$ cat config.mk
export PLATFORM = sky130hd
export DESIGN_NAME = shared_sat_mult_sched
export DESIGN_NICKNAME = d
export VERILOG_FILES = /design/src/rtl/gmp_math_pkg.sv /design/src/rtl/sat_mult_pipe.sv /design/src/rtl/shared_sat_mult_sched.sv
export SDC_FILE = /design/constraint.sdc
export NUM_CORES = 1
export LEC_CHECK = 0
export ABC_CLOCK_PERIOD_IN_PS = 8100
export CAP_MARGIN = 10
export CELL_PAD_IN_SITES_DETAIL_PLACEMENT = 1
export CELL_PAD_IN_SITES_GLOBAL_PLACEMENT = 2
export CORE_MARGIN = 4
export CORE_UTILIZATION = 30
export CTS_BUF_LIST = sky130_fd_sc_hd__clkbuf_8
export DETAILED_ROUTE_END_ITERATION = 7
export PLACE_DENSITY = 0.72
export SYNTH_ARGS = -nofsm -noshare
export SYNTH_HDL_FRONTEND = slang
export SYNTH_SLANG_ARGS = --single-unit
$ cat constraint.sdc
create_clock -name clk -period 8.1 [get_ports clk]
set_clock_uncertainty 0.1 [all_clocks]
set_input_delay 0.81 -clock clk [delete_from_list [all_inputs] [get_ports clk]]
set_output_delay 0.81 -clock clk [all_outputs]
set_load 0.005 [all_outputs]
$ cat src/rtl/gmp_math_pkg.sv
// rtl/gmp_math_pkg.sv - shared fixed-point math constants and helpers
// Purpose: default Q15 operand/result geometry, requester-index width function,
//          and saturation bound builders used by the shared multiplier.
// Ports:   none (package).
package gmp_math_pkg;

  localparam int Q15_N    = 16;
  localparam int Q15_FRAC = 15;
  localparam int Q15_M    = 16;

  localparam int OV_CNT_W = 16;

  // Width of a requester index; never below one bit.
  function automatic int clog2_id(input int n);
    int w;
    w = 1;
    while ((1 << w) < n) w = w + 1;
    return w;
  endfunction

  // Largest positive value of an m-bit signed result, in the low m bits.
  function automatic logic [63:0] sat_max(input int m);
    return (64'd1 << (m - 1)) - 64'd1;
  endfunction

  // Most negative value of an m-bit signed result, in the low m bits.
  function automatic logic [63:0] sat_min(input int m);
    return ~sat_max(m);
  endfunction

endpackage

$ cat src/rtl/sat_mult_pipe.sv
// rtl/sat_mult_pipe.sv - three-stage signed saturating multiplier with tag sideband
// Purpose: S1 registers operands and tag, S2 forms the full 2N-bit product,
//          S3 shifts by FRAC, saturates to M bits and registers the result.
// Ports:   clk, rst_n          clock, async active-low reset
//          in_valid/in_id      accepted entry and its requester tag
//          in_x, in_y          signed N-bit operands
//          out_valid/out_id    result strobe and tag
//          out_z, out_ov       saturated result and overflow flag
//          busy                any stage holds a valid entry
module sat_mult_pipe
  import gmp_math_pkg::*;
#(
  parameter int N    = Q15_N,
  parameter int FRAC = Q15_FRAC,
  parameter int M    = Q15_M,
  parameter int IDW  = 2
) (
  input  logic           clk,
  input  logic           rst_n,
  input  logic           in_valid,
  input  logic [IDW-1:0] in_id,
  input  logic [N-1:0]   in_x,
  input  logic [N-1:0]   in_y,
  output logic           out_valid,
  output logic [IDW-1:0] out_id,
  output logic [M-1:0]   out_z,
  output logic           out_ov,
  output logic           busy
);

  if (M + FRAC > 2 * N) begin : g_cfg_check
    $error("sat_mult_pipe: M + FRAC must not exceed 2*N");
  end

  // Bits Q[2N-1-FRAC : M-1] must all agree for the shifted product to fit.
  localparam int UW = 2 * N - FRAC - M + 1;

  localparam logic [63:0] ZMAX_W = sat_max(M);
  localparam logic [63:0] ZMIN_W = sat_min(M);
  localparam logic [M-1:0] ZMAX  = ZMAX_W[M-1:0];
  localparam logic [M-1:0] ZMIN  = ZMIN_W[M-1:0];

  logic           s1_valid;
  logic [IDW-1:0] s1_id;
  logic [N-1:0]   s1_x;
  logic [N-1:0]   s1_y;

  logic           s2_valid;
  logic [IDW-1:0] s2_id;
  logic [2*N-1:0] s2_p;

  logic [2*N-1:0] x_ext;
  logic [2*N-1:0] y_ext;
  logic [2*N-1-FRAC:0] q_keep;
  logic [UW-1:0]  q_top;
  logic           sat_ov;
  logic [M-1:0]   sat_z;

  // Sign-extend so the 2N-bit two's-complement product is exact.
  assign x_ext = {{N{s1_x[N-1]}}, s1_x};
  assign y_ext = {{N{s1_y[N-1]}}, s1_y};

  // Arithmetic shift by FRAC is just dropping the low FRAC product bits.
  assign q_keep = s2_p[2*N-1:FRAC];
  assign q_top  = q_keep[2*N-1-FRAC -: UW];

  if (FRAC > 0) begin : g_drop_lo
    logic unused_p_lo;
    assign unused_p_lo = ^s2_p[FRAC-1:0];
  end

  always_comb begin
    sat_ov = ~((&q_top) | ~(|q_top));
    sat_z  = q_keep[M-1:0];
    if (sat_ov) begin
      sat_z = s2_p[2*N-1] ? ZMIN : ZMAX;
    end
  end

  always_ff @(posedge clk or negedge rst_n) begin
    if (!rst_n) begin
      s1_valid  <= 1'b0;
      s1_id     <= '0;
      s1_x      <= '0;
      s1_y      <= '0;
      s2_valid  <= 1'b0;
      s2_id     <= '0;
      s2_p      <= '0;
      out_valid <= 1'b0;
      out_id    <= '0;
      out_z     <= '0;
      out_ov    <= 1'b0;
    end else begin
      s1_valid  <= in_valid;
      s1_id     <= in_id;
      s1_x      <= in_x;
      s1_y      <= in_y;
      s2_valid  <= s1_valid;
      s2_id     <= s1_id;
      s2_p      <= x_ext * y_ext;
      out_valid <= s2_valid;
      if (s2_valid) begin
        out_id <= s2_id;
        out_z  <= sat_z;
        out_ov <= sat_ov;
      end
    end
  end

  assign busy = s1_valid | s2_valid | out_valid;

endmodule

$ cat src/rtl/shared_sat_mult_sched.sv
// rtl/shared_sat_mult_sched.sv - round-robin scheduler sharing one saturating multiplier
// Purpose: grants at most one requester per cycle (rotating priority), feeds the
//          winner into sat_mult_pipe and broadcasts tagged results three edges later.
//          Optional per-requester overflow counters: SHARED_SAT_MULT_OV_CNT_EN.
// Ports:   clk, rst_n            clock, async active-low reset
//          en                    allow new grants (pipeline drains regardless)
//          req_valid/req_ready   per-requester request and one-hot grant
//          req_x, req_y          packed operands, slice i for requester i
//          rsp_valid/rsp_id      result pulse and requester tag
//          rsp_z, rsp_ov         saturated result and overflow flag
//          busy                  pipeline non-empty
//          ov_cnt_clr, ov_cnt    counter clear and packed 16-bit counters (optional)
module shared_sat_mult_sched
  import gmp_math_pkg::*;
#(
  parameter  int NREQ = 4,
  parameter  int N    = Q15_N,
  parameter  int FRAC = Q15_FRAC,
  parameter  int M    = Q15_M,
  localparam int IDW  = clog2_id(NREQ)
) (
  input  logic              clk,
  input  logic              rst_n,
  input  logic              en,
  input  logic [NREQ-1:0]   req_valid,
  output logic [NREQ-1:0]   req_ready,
  input  logic [NREQ*N-1:0] req_x,
  input  logic [NREQ*N-1:0] req_y,
  output logic              rsp_valid,
  output logic [IDW-1:0]    rsp_id,
  output logic [M-1:0]      rsp_z,
  output logic              rsp_ov,
`ifdef SHARED_SAT_MULT_OV_CNT_EN
  input  logic                     ov_cnt_clr,
  output logic [NREQ*OV_CNT_W-1:0] ov_cnt,
`endif
  output logic              busy
);

  logic [IDW-1:0] ptr;
  logic [IDW-1:0] win;
  logic [IDW-1:0] idx;
  logic           found;
  logic           accept;
  logic [N-1:0]   sel_x;
  logic [N-1:0]   sel_y;

  // Rotating priority: the requester just after the last winner is checked first,
  // so a lone requester wraps back to itself and is granted every cycle.
  always_comb begin
    found = 1'b0;
    win   = '0;
    idx   = '0;
    for (int k = 1; k <= NREQ; k++) begin
      idx = IDW'((int'(ptr) + k) % NREQ);
      if (!found && req_valid[idx]) begin
        found = 1'b1;
        win   = idx;
      end
    end
  end

  assign accept    = en & found;
  assign req_ready = accept ? (NREQ'(1) << win) : '0;
  assign sel_x     = req_x[int'(win)*N +: N];
  assign sel_y     = req_y[int'(win)*N +: N];

  always_ff @(posedge clk or negedge rst_n) begin
    if (!rst_n) begin
      ptr <= IDW'(NREQ - 1);
    end else if (accept) begin
      ptr <= win;
    end
  end

  sat_mult_pipe #(
    .N    (N),
    .FRAC (FRAC),
    .M    (M),
    .IDW  (IDW)
  ) u_pipe (
    .clk       (clk),
    .rst_n     (rst_n),
    .in_valid  (accept),
    .in_id     (win),
    .in_x      (sel_x),
    .in_y      (sel_y),
    .out_valid (rsp_valid),
    .out_id    (rsp_id),
    .out_z     (rsp_z),
    .out_ov    (rsp_ov),
    .busy      (busy)
  );

`ifdef SHARED_SAT_MULT_OV_CNT_EN
  // Clear wins over a coincident increment; counts stick at all-ones.
  always_ff @(posedge clk or negedge rst_n) begin
    if (!rst_n) begin
      ov_cnt <= '0;
    end else begin
      for (int i = 0; i < NREQ; i++) begin
        if (ov_cnt_clr) begin
          ov_cnt[i*OV_CNT_W +: OV_CNT_W] <= '0;
        end else if (rsp_valid && rsp_ov && (rsp_id == IDW'(i)) &&
                     (ov_cnt[i*OV_CNT_W +: OV_CNT_W] != {OV_CNT_W{1'b1}})) begin
          ov_cnt[i*OV_CNT_W +: OV_CNT_W] <= ov_cnt[i*OV_CNT_W +: OV_CNT_W] + 1'b1;
        end
      end
    end
  end
`endif

endmodule

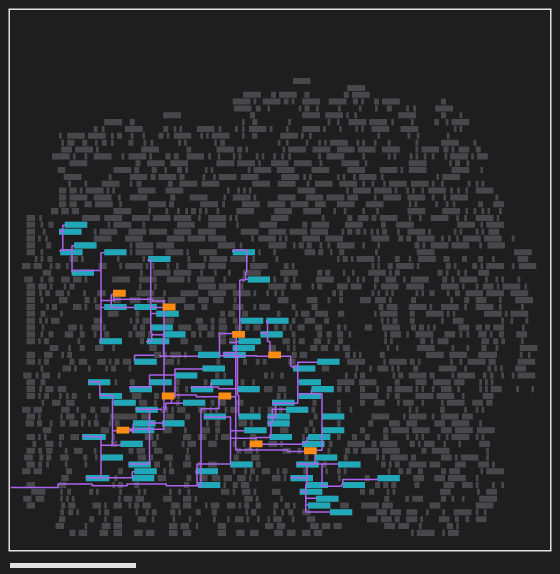
Figure 1: run 1, clock distribution.
Bar = 50 um.
orange -> clock drivers  # count 9
purple -> clock wires  # length 1190 um
cyan -> flip-flops  # count 77
routed clock nets = 10

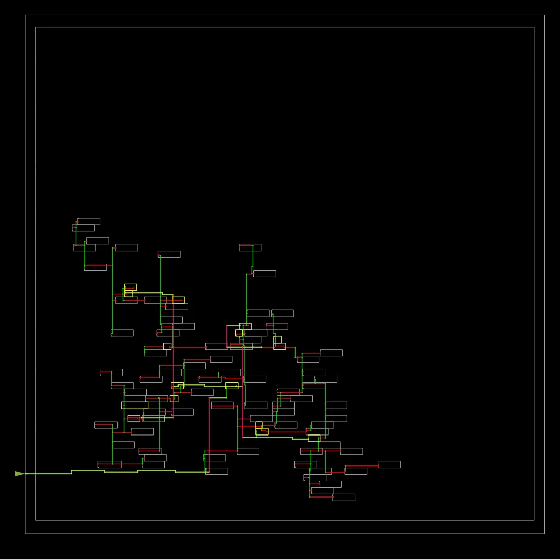
Figure 2: run 1, the clock network.
clock sinks: 77
clk_lat worst skew: 0.37 ns
FF+latch count: 77
number of clock buffers inserted by TritonCTS: 9
clkbuf count: 9

==> flow_metrics.env, run 1 <==
# flow metrics
export IMPL_worst_pin_slew_ns=1.18
export IMPL_timing_critical_path_arrival_ns=6.81
export IMPL_drt_vias_per_instance=4.61
export IMPL_ys_cells=1392
export IMPL_antenna_found_initial=1
export IMPL_post_route_cell_area_mm2=0.0151
export IMPL_slew_limit_headroom_pct=21.3
export IMPL_yosysUniqueCellTypes=51
export IMPL_async_flop_share_pct=100
export IMPL_place_port_buffers=159
export IMPL_final_antenna_violating_net_count=0
export IMPL_synth_cells_most_frequent="sky130_fd_sc_hd__inv_1 (281), sky130_fd_sc_hd__fa_1 (261), sky130_fd_sc_hd__nand2_1 (258)"
export IMPL_grt_first_pass_wirelength_um=60500
export IMPL_worst_r2r_cell_count=17
export IMPL_post_route_period_util_pct=82.3
export IMPL_routed_wire_length_per_instance_um=18.0
export IMPL_design_die_area_mm2=0.0460
export IMPL_synthesis_area_per_instance_um2=9.20
export IMPL_slowest_delay_ns=0.93
export IMPL_most_common_cell_after_layout_fill_and_taps_aside="sky130_fd_sc_hd__inv_1"
export IMPL_regToRegSetupSlack_ns=1.44
export IMPL_final_cell_utilization_of_the_core_pct=35.9
export IMPL_cts_tree="done"
export IMPL_enable_flop_cells=0
export IMPL_floorplan_utilization_pct=30.4
export IMPL_globalplace_congestion=0.828
export IMPL_rr_startpoint="u_pipe.s1_x[15]$_DFF_PN0_"
export IMPL_cts_hold_repair_buffers=0
export IMPL_cp_buffers_inverters=3
export IMPL_critical_path_slowest_cell="sky130_fd_sc_hd__fa_1"
export IMPL_dieWidth_um=215
export IMPL_critical_path_startpoint="u_pipe.s1_x[15]$_DFF_PN0_"
export IMPL_post_cts_buffers=0
export IMPL_final_critical_path_setup_slack_ns=1.44
export IMPL_topCellsByArea="sky130_fd_sc_hd__fa_1 (41%), sky130_fd_sc_hd__dfrtp_1 (15%), sky130_fd_sc_hd__inv_1 (8.2%)"
export IMPL_timing_final_crit_period_ns=6.66
export IMPL_status="complete, no violations"
export IMPL_postSynthSeqShare_pct=15.1
export IMPL_hp_class="reg2reg"
export IMPL_num_antenna_cells=0
export IMPL_drv_max_cap_violation_count=0
export IMPL_synth_cells=1392
export IMPL_min_delay_path_depth=0
export IMPL_detail_route_wirelength_um=36900
export IMPL_vias=9462
export IMPL_cts_max_path_buffers=2
export IMPL_pin_count=160
export IMPL_pin_count_of_the_biggest_net_entering_global_routing=78
export IMPL_report_final_hold_viol_count=0
export IMPL_max_clock_freq_ghz=0.150
export IMPL_crit_path_start_kind="register"
export IMPL_placeableCoreArea_mm2=0.0420
export IMPL_grt_setup_unrepaired="false"
export IMPL_hpwlAfterDp_um=30700
export IMPL_post_place_ws_ns=1.46
export IMPL_synth_area_leader_cell="sky130_fd_sc_hd__fa_1"
export IMPL_maxSlewViolCount=0
export IMPL_die_h_um=215
export IMPL_final_cell_count_no_fill=2052
export IMPL_area_delta_synth_final_pct=17.8
export IMPL_placementRows=75
export IMPL_setup_viol=0
export IMPL_clock_root_buffer="sky130_fd_sc_hd__clkbuf_8"
export IMPL_cts_reportedPaths_clkPinSlew_ns=0.09
export IMPL_final_hold_worst_slack_ns=0.250
export IMPL_setup_worst_path_end="u_pipe.s2_p[31]$_DFF_PN0_"
export IMPL_most_common_cell="sky130_fd_sc_hd__inv_1"
export IMPL_timing_critical_path_mode_cell="sky130_fd_sc_hd__fa_1"
export IMPL_global_route_total_overflow=0
export IMPL_cts_repair_resize_count=0
export IMPL_crit_path_cell_trace="nand2_1, inv_1, fa_1, fa_1, fa_1, fa_1, fa_1, inv_1, fa_1, inv_1, ha_1, and4_2, and3_1, nand4_1, o21ai_2, and4_4, nor3_1"
export IMPL_stage_log_warnings=27
export IMPL_proportion_of_layout_cells_with_a_drive_suffix_above_1_pct=2.97
export IMPL_ys_chip_area_mm2=0.0128
export IMPL_dpl_cell_area_mm2=0.0149
export IMPL_ys_dominant_reg_cell="sky130_fd_sc_hd__dfrtp_1"
export IMPL_worst_path_max_fanout=16
export IMPL_dr_first_iter_drc_count=293
export IMPL_detail_route_first_pass_iterations=4
export IMPL_final_setup_tns_ns=0
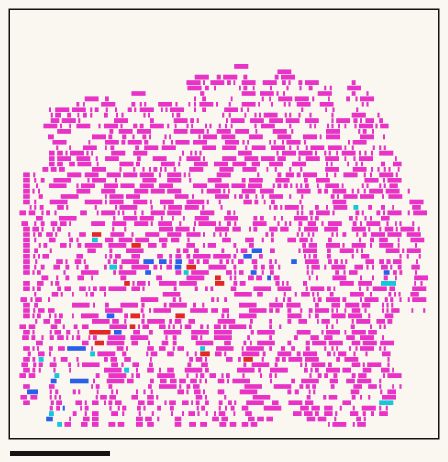
Figure 3: run 1, sizing map.
Bar = 50 um.
cyan -> _3 and _4 cells  # cells 13, most used buf_4
blue -> _2 cells  # cells 19, most used o21ai_2
red -> _6 and larger  # cells 13, most used clkbuf_8
magenta -> _0 and _1 cells  # cells 1468, most used inv_1

==> run 1: worst min-delay path by stage <==
stage	start	endpoint	slack, ns
after floorplan	u_pipe.s1_id[0]$_DFF_PN0_	u_pipe.s2_id[0]$_DFF_PN0_	0.23
after global placement	u_pipe.s1_id[0]$_DFF_PN0_	u_pipe.s2_id[0]$_DFF_PN0_	0.23
after detailed placement	u_pipe.s1_id[1]$_DFF_PN0_	u_pipe.s2_id[1]$_DFF_PN0_	0.24
after CTS	u_pipe.s1_id[1]$_DFF_PN0_	u_pipe.s2_id[1]$_DFF_PN0_	0.26
after global routing	u_pipe.s1_id[1]$_DFF_PN0_	u_pipe.s2_id[1]$_DFF_PN0_	0.26
final	u_pipe.s1_id[1]$_DFF_PN0_	u_pipe.s2_id[1]$_DFF_PN0_	0.25
==> run 1: flip-flops by register name, summed over array words and instances, names as in the netlist, 2 cells and up <==
register       flops
ptr                2
u_pipe.s1_x       16
u_pipe.s1_id       2
u_pipe.s2_id       2
u_pipe.s2_p       17
u_pipe.out_id      2
u_pipe.s1_y       16
u_pipe.out_z      16
==> run 1: worst reg2reg max path, stage by stage, from the launching register on <==
cell                      delay [ns]
sky130_fd_sc_hd__dfrtp_1        0.76
sky130_fd_sc_hd__nand2_1        0.21
sky130_fd_sc_hd__inv_1          0.17
sky130_fd_sc_hd__fa_1           0.55
sky130_fd_sc_hd__fa_1           0.94
sky130_fd_sc_hd__fa_1           0.55
sky130_fd_sc_hd__fa_1           0.48
sky130_fd_sc_hd__fa_1           0.52
sky130_fd_sc_hd__inv_1          0.05
sky130_fd_sc_hd__fa_1           0.47
sky130_fd_sc_hd__inv_1          0.04
sky130_fd_sc_hd__ha_1           0.38
sky130_fd_sc_hd__and4_2         0.26
sky130_fd_sc_hd__and3_1         0.27
sky130_fd_sc_hd__nand4_1        0.23
sky130_fd_sc_hd__o21ai_2        0.28
sky130_fd_sc_hd__and4_4         0.24
sky130_fd_sc_hd__nor3_1         0.04
==> run 1: layout make-up <==
type | count | area (um2)
inverters | 283 | 1060
flip-flops and latches | 77 | 1930
clock buffers | 9 | 124
clock inverters | 7 | 80.1
multi-input cells | 972 | 9570
well taps | 539 | 674
repair buffers | 165 | 1630
fillers | 4873 | 27000
==> run 1: cell families (layout without fill, tap and decap cells) <==
group           Yosys count  after routing  share of synthesized area (%)
compound gates          124            124                           6.40
flops                    77             77                           15.1
mux                       3              3                          0.254
buf+inv                 343            464                           10.2
simple gates            476            476                           17.5
xor+xnor                 27             27                           1.85
fa+ha+maj               342            342                           48.7
==> run 1: metal layers <==
metal | vias to the layer above | global-route usage, % | share of wire, %
li1 | 4418 | - | -
met1 | 4897 | 20.5 | 42
met2 | 123 | 31.0 | 53
met3 | 24 | 2.34 | 3.5
met4 | 0 | 2.49 | 1.2
met5 | - | 0 | 0
Figure 4. Register map, names as in the netlist (run 1).
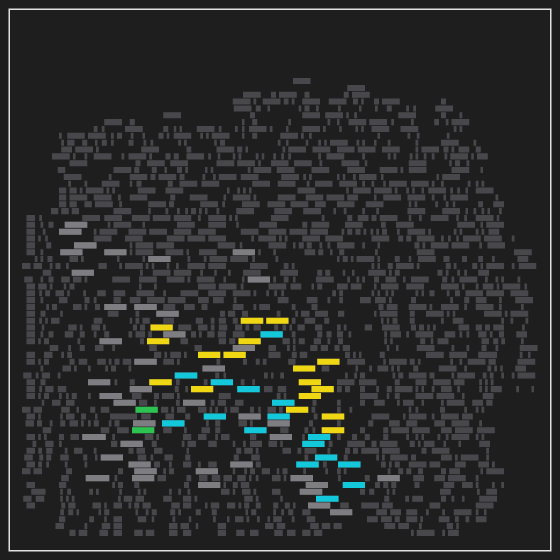

==> inputs of run 2 (changes only) <==
- ABC_CLOCK_PERIOD_IN_PS: 8100 -> 5800
- PLACE_DENSITY: 0.72 -> 0.75
- clock period: 8.1 -> 5.8 ns (I/O delays scaled with it)
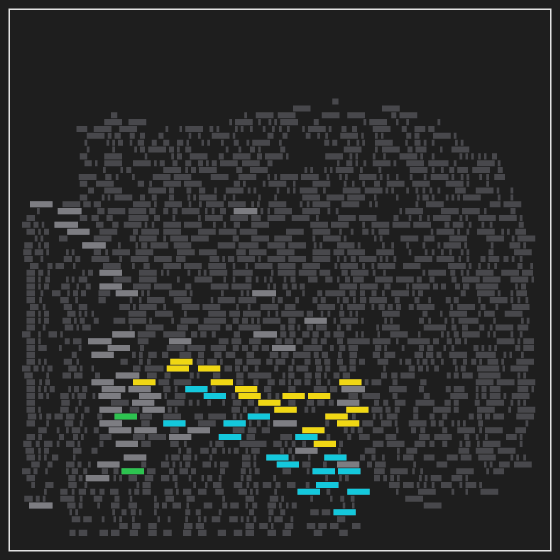
Figure 5: run 2, register map, names as in the netlist.
yellow -> u_pipe.s2_p  # sequential cells 17
green -> u_pipe.s2_id  # sequential cells 2
cyan -> u_pipe.out_z  # sequential cells 16, where south

==> flow_metrics.env, run 2 <==
# flow metrics
export IMPL_global_route_total_overflow=0
export IMPL_timing_critical_path_arrival_ns=6.03
export IMPL_maxSlewViolCount=0
export IMPL_globalplace_congestion=0.829
export IMPL_proportion_of_layout_cells_with_a_drive_suffix_above_1_pct=13.0
export IMPL_worst_r2r_cell_count=17
export IMPL_met1_length_um=15300
export IMPL_hp_class="in2async"
export IMPL_enable_flop_cells=0
export IMPL_pin_count=160
export IMPL_placementRows=75
export IMPL_synthesis_yosys_warnings=0
export IMPL_detail_route_first_pass_iterations=4
export IMPL_cts_reportedPaths_clkPinSlew_ns=0.08
export IMPL_met3_length_um=1380
export IMPL_final_setup_tns_ns=-0.168
export IMPL_clock_sinks=77
export IMPL_synthesis_area_per_instance_um2=9.20
export IMPL_dr_max_layer_used="met4"
export IMPL_regToRegSetupSlack_ns=-0.07
export IMPL_ys_chip_area_mm2=0.0128
export IMPL_final_critical_path_setup_slack_ns=-0.0728
export IMPL_slowest_delay_ns=0.62
export IMPL_rr_startpoint="u_pipe.s1_x[15]$_DFF_PN0_"
export IMPL_routed_wl_met2_um=21400
export IMPL_synth_cells_most_frequent="sky130_fd_sc_hd__inv_1 (281), sky130_fd_sc_hd__fa_1 (261), sky130_fd_sc_hd__nand2_1 (258)"
export IMPL_pin_count_of_the_biggest_net_entering_global_routing=78
export IMPL_crit_path_cell_trace="nand2_4, inv_2, fa_2, buf_6, fa_2, buf_6, fa_1, fa_1, fa_1, fa_1, ha_4, and4_4, and3_4, nand4_1, o21ai_4, and4_4, nor3_2"
export IMPL_worst_path_max_fanout=8
export IMPL_async_flop_share_pct=100
export IMPL_detail_route_wirelength_um=39000
export IMPL_ys_dominant_reg_cell="sky130_fd_sc_hd__dfrtp_1"
export IMPL_synth_area_leader_cell="sky130_fd_sc_hd__fa_1"
export IMPL_placeableCoreArea_mm2=0.0420
export IMPL_cts_tree="done"
export IMPL_most_common_cell="sky130_fd_sc_hd__inv_1"
export IMPL_drv_max_cap_violation_count=0
export IMPL_antenna_found_initial=1
export IMPL_largest_register_ffs=17
export IMPL_design_die_area_mm2=0.0460
export IMPL_number_of_clock_buffers_inserted_by_tritoncts=9
export IMPL_critical_path_slowest_cell="sky130_fd_sc_hd__fa_2"
export IMPL_cts_hold_repair_buffers=0
export IMPL_stage_log_warnings=29
export IMPL_status="finished, violations left"
export IMPL_max_clock_freq_ghz=0.170
export IMPL_post_route_period_util_pct=101
export IMPL_failed_checks="negative setup slack"
export IMPL_grt_setup_unrepaired="true"
export IMPL_synth_cells=1392
export IMPL_dieWidth_um=215
export IMPL_report_final_hold_viol_count=0
export IMPL_most_common_cell_after_layout_fill_and_taps_aside="sky130_fd_sc_hd__inv_1"
export IMPL_registers_top_by_ff_count="u_pipe.s2_p"
export IMPL_timing_critical_path_mode_cell="sky130_fd_sc_hd__fa_1"
export IMPL_area_delta_synth_final_pct=28.5
export IMPL_cts_max_path_buffers=2
export IMPL_final_cell_utilization_of_the_core_pct=39.1
export IMPL_routed_wire_length_per_instance_um=18.0
export IMPL_setup_viol=3
export IMPL_timing_final_crit_period_ns=5.87
export IMPL_floorplan_utilization_pct=30.4
export IMPL_die_h_um=215
export IMPL_postSynthSeqShare_pct=15.1
export IMPL_vias=10100
export IMPL_place_port_buffers=159
export IMPL_ys_cells=1392
export IMPL_clock_root_buffer="sky130_fd_sc_hd__clkbuf_8"
export IMPL_dr_first_iter_drc_count=270
export IMPL_cp_buffers_inverters=3
export IMPL_topCellsByArea="sky130_fd_sc_hd__fa_1 (41%), sky130_fd_sc_hd__dfrtp_1 (15%), sky130_fd_sc_hd__inv_1 (8.2%)"
export IMPL_final_antenna_violating_net_count=0
export IMPL_slew_limit_headroom_pct=26.8
export IMPL_yosysUniqueCellTypes=51
export IMPL_hpwlAfterDp_um=32500
export IMPL_num_antenna_cells=0
export IMPL_worst_pin_slew_ns=1.10
export IMPL_drt_vias_per_instance=4.66
export IMPL_grt_first_pass_wirelength_um=61800
## run 2: cell types whose count changed in the layout (fill, tap and decap cells not counted), moves of 11 or more
cell / change
sky130_fd_sc_hd__ha_1: -11
sky130_fd_sc_hd__dfrtp_2: +12
sky130_fd_sc_hd__buf_12: +17
sky130_fd_sc_hd__buf_4: +82
sky130_fd_sc_hd__ha_4: +11
sky130_fd_sc_hd__dfrtp_1: -12
## run 2: what timing repair did
| action | 4_1_cts | 5_1_grt |
|---|---|---|
| cloned | 0 | 1 |
| pin swaps | 16 | 46 |
| setup buffers | 6 | 14 |
| setup endpoints to repair | 9 | 16 |
| gates resized | 25 | 50 |
## run 2: kinds of logic (layout without fill, tap and decap cells)
kind of cell,count (synthesis),count (layout),synth area share (%)
xor gates and xnor gates,27,27,1.85
AOI/OAI and AO/OA,124,124,6.40
buffers and inverters,343,573,10.2
and+or+nand+nor,476,476,17.5
DFF,77,77,15.1
muxes,3,3,0.254
adders and majority gates,342,342,48.7
## run 2: worst max path at each step
stage | start | to | slack, ns | cells past startpoint
6_report | u_pipe.s1_x[15]$_DFF_PN0_ | u_pipe.s2_p[31]$_DFF_PN0_ | -0.07 | 17
2_1_floorplan | u_pipe.s1_y[1]$_DFF_PN0_ | u_pipe.s2_p[31]$_DFF_PN0_ | 0.009 | 17
5_1_grt | u_pipe.s1_x[15]$_DFF_PN0_ | u_pipe.s2_p[31]$_DFF_PN0_ | -0.24 | 17
4_1_cts | u_pipe.s1_x[15]$_DFF_PN0_ | u_pipe.s2_p[31]$_DFF_PN0_ | -0.05 | 18
3_5_place_dp | u_pipe.s1_x[15]$_DFF_PN0_ | u_pipe.s2_p[31]$_DFF_PN0_ | -0.34 | 17
3_3_place_gp | u_pipe.s1_x[15]$_DFF_PN0_ | u_pipe.s2_p[31]$_DFF_PN0_ | -0.24 | 19
## run 2: cell type report
| cell class | count | area (um2) |
|---|---|---|
| multi-input combinational | 972 | 9860 |
| sequential | 77 | 1940 |
| inverter | 283 | 1070 |
| tap | 539 | 674 |
| clock inverter | 6 | 68.8 |
| clock buffer | 10 | 138 |
| fill | 4874 | 25600 |
| timing repair inverter | 1 | 5.00 |
| timing repair buffer | 273 | 2690 |
## run 2: layer usage
metal  GRT usage, %  vias to the layer above
met5              0                        -
met1           20.0                     5240
met2           32.6                      161
met4           3.52                        0
met3           2.08                       35
li1               -                     4645
## run 2: per-stage QoR
step                      std cells  hold WS, ns  cell area (um2)  setup WS (ns)
after detailed placement       2124        0.247            15700         -0.339
after global placement         2124        0.233            15700         -0.241
after global routing           2161        0.271            16400         -0.244
final                          2161        0.260            16400        -0.0728
after CTS                      2146        0.268            16100        -0.0477
after floorplan                1392        0.184            12800        0.00923
==> inputs of run 3 (changes only) <==
- SETUP_SLACK_MARGIN: unset -> 0.4
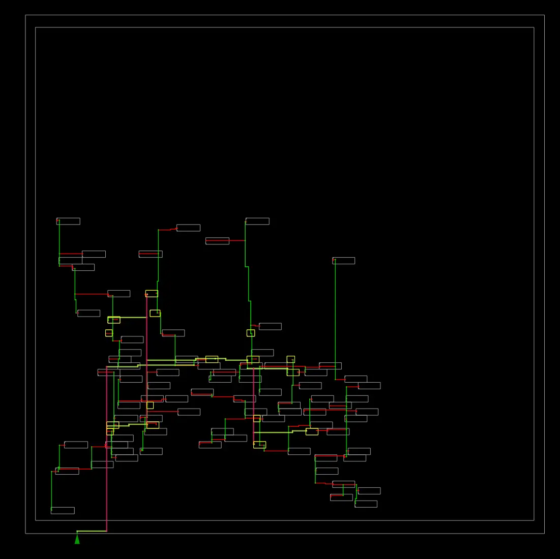
Figure 6: run 3, the clock network.

==> flow_metrics.env, run 3 <==
# flow metrics
export IMPL_status="complete, no violations"
export IMPL_number_of_clock_buffers_inserted_by_tritoncts=9
export IMPL_ys_cells=1392
export IMPL_dpl_cell_area_mm2=0.0160
export IMPL_report_final_hold_viol_count=0
export IMPL_slew_limit_headroom_pct=23.5
export IMPL_cts_hold_repair_buffers=0
export IMPL_yosysUniqueCellTypes=51
export IMPL_num_antenna_cells=0
export IMPL_final_cell_count_no_fill=2204
export IMPL_final_cell_utilization_of_the_core_pct=40.5
export IMPL_hp_class="reg2reg"
export IMPL_postSynthSeqShare_pct=15.1
export IMPL_clock_sinks=77
export IMPL_worst_path_max_fanout=6
export IMPL_enable_flop_cells=0
export IMPL_antenna_found_initial=0
export IMPL_post_place_ws_ns=-0.179
export IMPL_placeableCoreArea_mm2=0.0420
export IMPL_final_hold_worst_slack_ns=0.261
export IMPL_grt_setup_unrepaired="true"
export IMPL_max_clock_freq_ghz=0.174
export IMPL_synthesis_area_per_instance_um2=9.20
export IMPL_synth_area_leader_cell="sky130_fd_sc_hd__fa_1"
export IMPL_most_common_cell_after_layout_fill_and_taps_aside="sky130_fd_sc_hd__inv_1"
export IMPL_timing_final_crit_period_ns=5.75
export IMPL_detail_route_wirelength_um=40200
export IMPL_largest_register_ffs=17
export IMPL_final_critical_path_setup_slack_ns=0.0522
export IMPL_post_route_period_util_pct=99.1
export IMPL_synthesis_yosys_warnings=0
export IMPL_crit_path_start_kind="register"
export IMPL_cts_max_path_buffers=2
export IMPL_cts_reportedPaths_clkPinSlew_ns=0.09
export IMPL_worst_pin_slew_ns=1.15
export IMPL_critical_path_endpoint_type="register"
export IMPL_place_port_buffers=159
export IMPL_drt_vias_per_instance=4.65
export IMPL_dr_first_iter_drc_count=191
export IMPL_globalplace_congestion=0.826
export IMPL_placementRows=75
export IMPL_final_antenna_violating_net_count=0
export IMPL_stage_log_warnings=30
export IMPL_async_flop_share_pct=100
export IMPL_dieWidth_um=215
export IMPL_post_route_cell_area_mm2=0.0170
export IMPL_registers_top_by_ff_count="u_pipe.s2_p"
export IMPL_pin_count_of_the_biggest_net_entering_global_routing=78
export IMPL_synth_cells=1392
export IMPL_design_die_area_mm2=0.0460
export IMPL_drv_max_cap_violation_count=0
export IMPL_ys_chip_area_mm2=0.0128
export IMPL_insertion_delay_ns=0.37
export IMPL_placed_cells=2139
export IMPL_setup_viol=0
export IMPL_synth_cells_most_frequent="sky130_fd_sc_hd__inv_1 (281), sky130_fd_sc_hd__fa_1 (261), sky130_fd_sc_hd__nand2_1 (258)"
export IMPL_area_delta_synth_final_pct=33.1
export IMPL_topCellsByArea="sky130_fd_sc_hd__fa_1 (41%), sky130_fd_sc_hd__dfrtp_1 (15%), sky130_fd_sc_hd__inv_1 (8.2%)"
## run 3: worst paths after layout
check / from / endpoint / slack [ns] / depth (start not counted)
worst min-delay path: u_pipe.s1_id[0]$_DFF_PN0_ / u_pipe.s2_id[0]$_DFF_PN0_ / 0.26 / 0
min in group asynchronous: rst_n / u_pipe.s1_valid$_DFF_PN0_ / 0.29 / 1
max in group asynchronous: rst_n / u_pipe.s1_y[10]$_DFF_PN0_ / 4.57 / 1
worst max register to register: u_pipe.s1_x[15]$_DFF_PN0_ / u_pipe.s2_p[31]$_DFF_PN0_ / 0.05 / 17
worst min register to register: u_pipe.s1_id[0]$_DFF_PN0_ / u_pipe.s2_id[0]$_DFF_PN0_ / 0.26 / 0
worst max-delay path: u_pipe.s1_x[15]$_DFF_PN0_ / u_pipe.s2_p[31]$_DFF_PN0_ / 0.05 / 17
## run 3: final cells by class
cell class	count	area [um2]
clock inverter	7	58.8
fill	4858	25000
tap	539	674
sequential	77	1940
clock buffer	9	124
timing repair buffer	317	3180
multi-input combinational	972	9990
inverter	283	1060
## run 3: cell families (layout without fill, tap and decap cells)
family | after synthesis | after routing | synth area share [%]
AND-OR/OR-AND | 124 | 124 | 6.40
XOR/XNOR | 27 | 27 | 1.85
adder cells (fa/ha/maj) | 342 | 342 | 48.7
buffers and inverters | 343 | 616 | 10.2
flip-flops | 77 | 77 | 15.1
multiplexers | 3 | 3 | 0.254
AND/OR/NAND/NOR | 476 | 476 | 17.5
## run 3: timing repair
item,in CTS,in global routing
hold endpoints to repair,0,0
pin swaps,63,35
endpoints found under the setup margin,17,17
gates resized,89,35
buffers inserted,38,10
gates cloned,0,1
## run 3: worst max-delay path, stage by stage (launching register included)
cell and delay (ns):
sky130_fd_sc_hd__dfrtp_2 0.48, sky130_fd_sc_hd__buf_6 0.15, sky130_fd_sc_hd__nand2_4 0.07, sky130_fd_sc_hd__inv_4 0.04, sky130_fd_sc_hd__fa_2 0.65, sky130_fd_sc_hd__fa_2 0.56, sky130_fd_sc_hd__buf_6 0.17, sky130_fd_sc_hd__fa_1 0.54
sky130_fd_sc_hd__fa_1 0.45, sky130_fd_sc_hd__fa_1 0.52, sky130_fd_sc_hd__fa_1 0.50, sky130_fd_sc_hd__ha_1 0.34, sky130_fd_sc_hd__and4_4 0.22, sky130_fd_sc_hd__and3_4 0.18, sky130_fd_sc_hd__nand4_1 0.11, sky130_fd_sc_hd__o21ai_2 0.26
sky130_fd_sc_hd__and4_4 0.26, sky130_fd_sc_hd__nor3_2 0.04
## run 3: metal layers
layer  GRT usage (%)  share of wire, %  vias up
li1                -                 -     4724
met1            20.4                40     5319
met2            32.6                54      155
met3            2.28               2.9       59
met4            5.21               3.1        0
met5               0                 0        -

==> screenshots <==
M4 wires.
Supply wires on this layer in grey.
picture 1
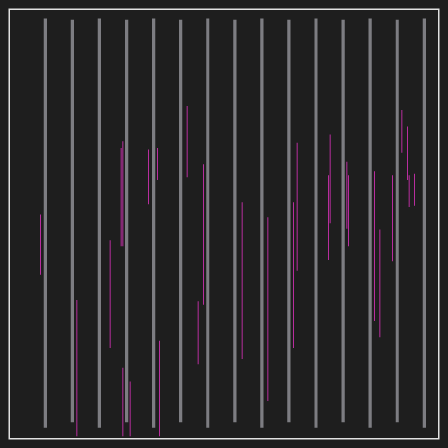
picture 2
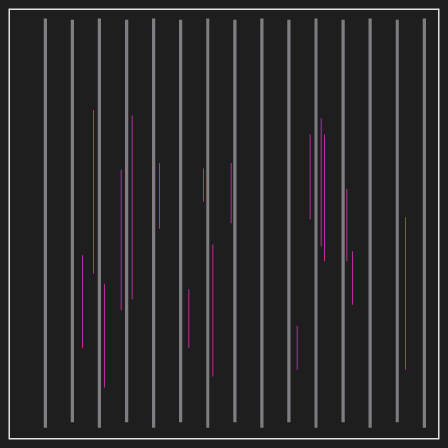
picture 3
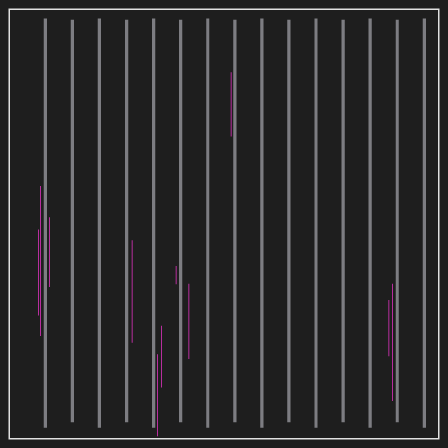
picture 1: run 3
picture 2: run 2
picture 3: run 1

Key to picture 3:
share of all routed wire = 1.2%
wire length on this layer = 439 um
longest straight run = 74.8 um
nets with wire on the layer = 9
main direction = vertical

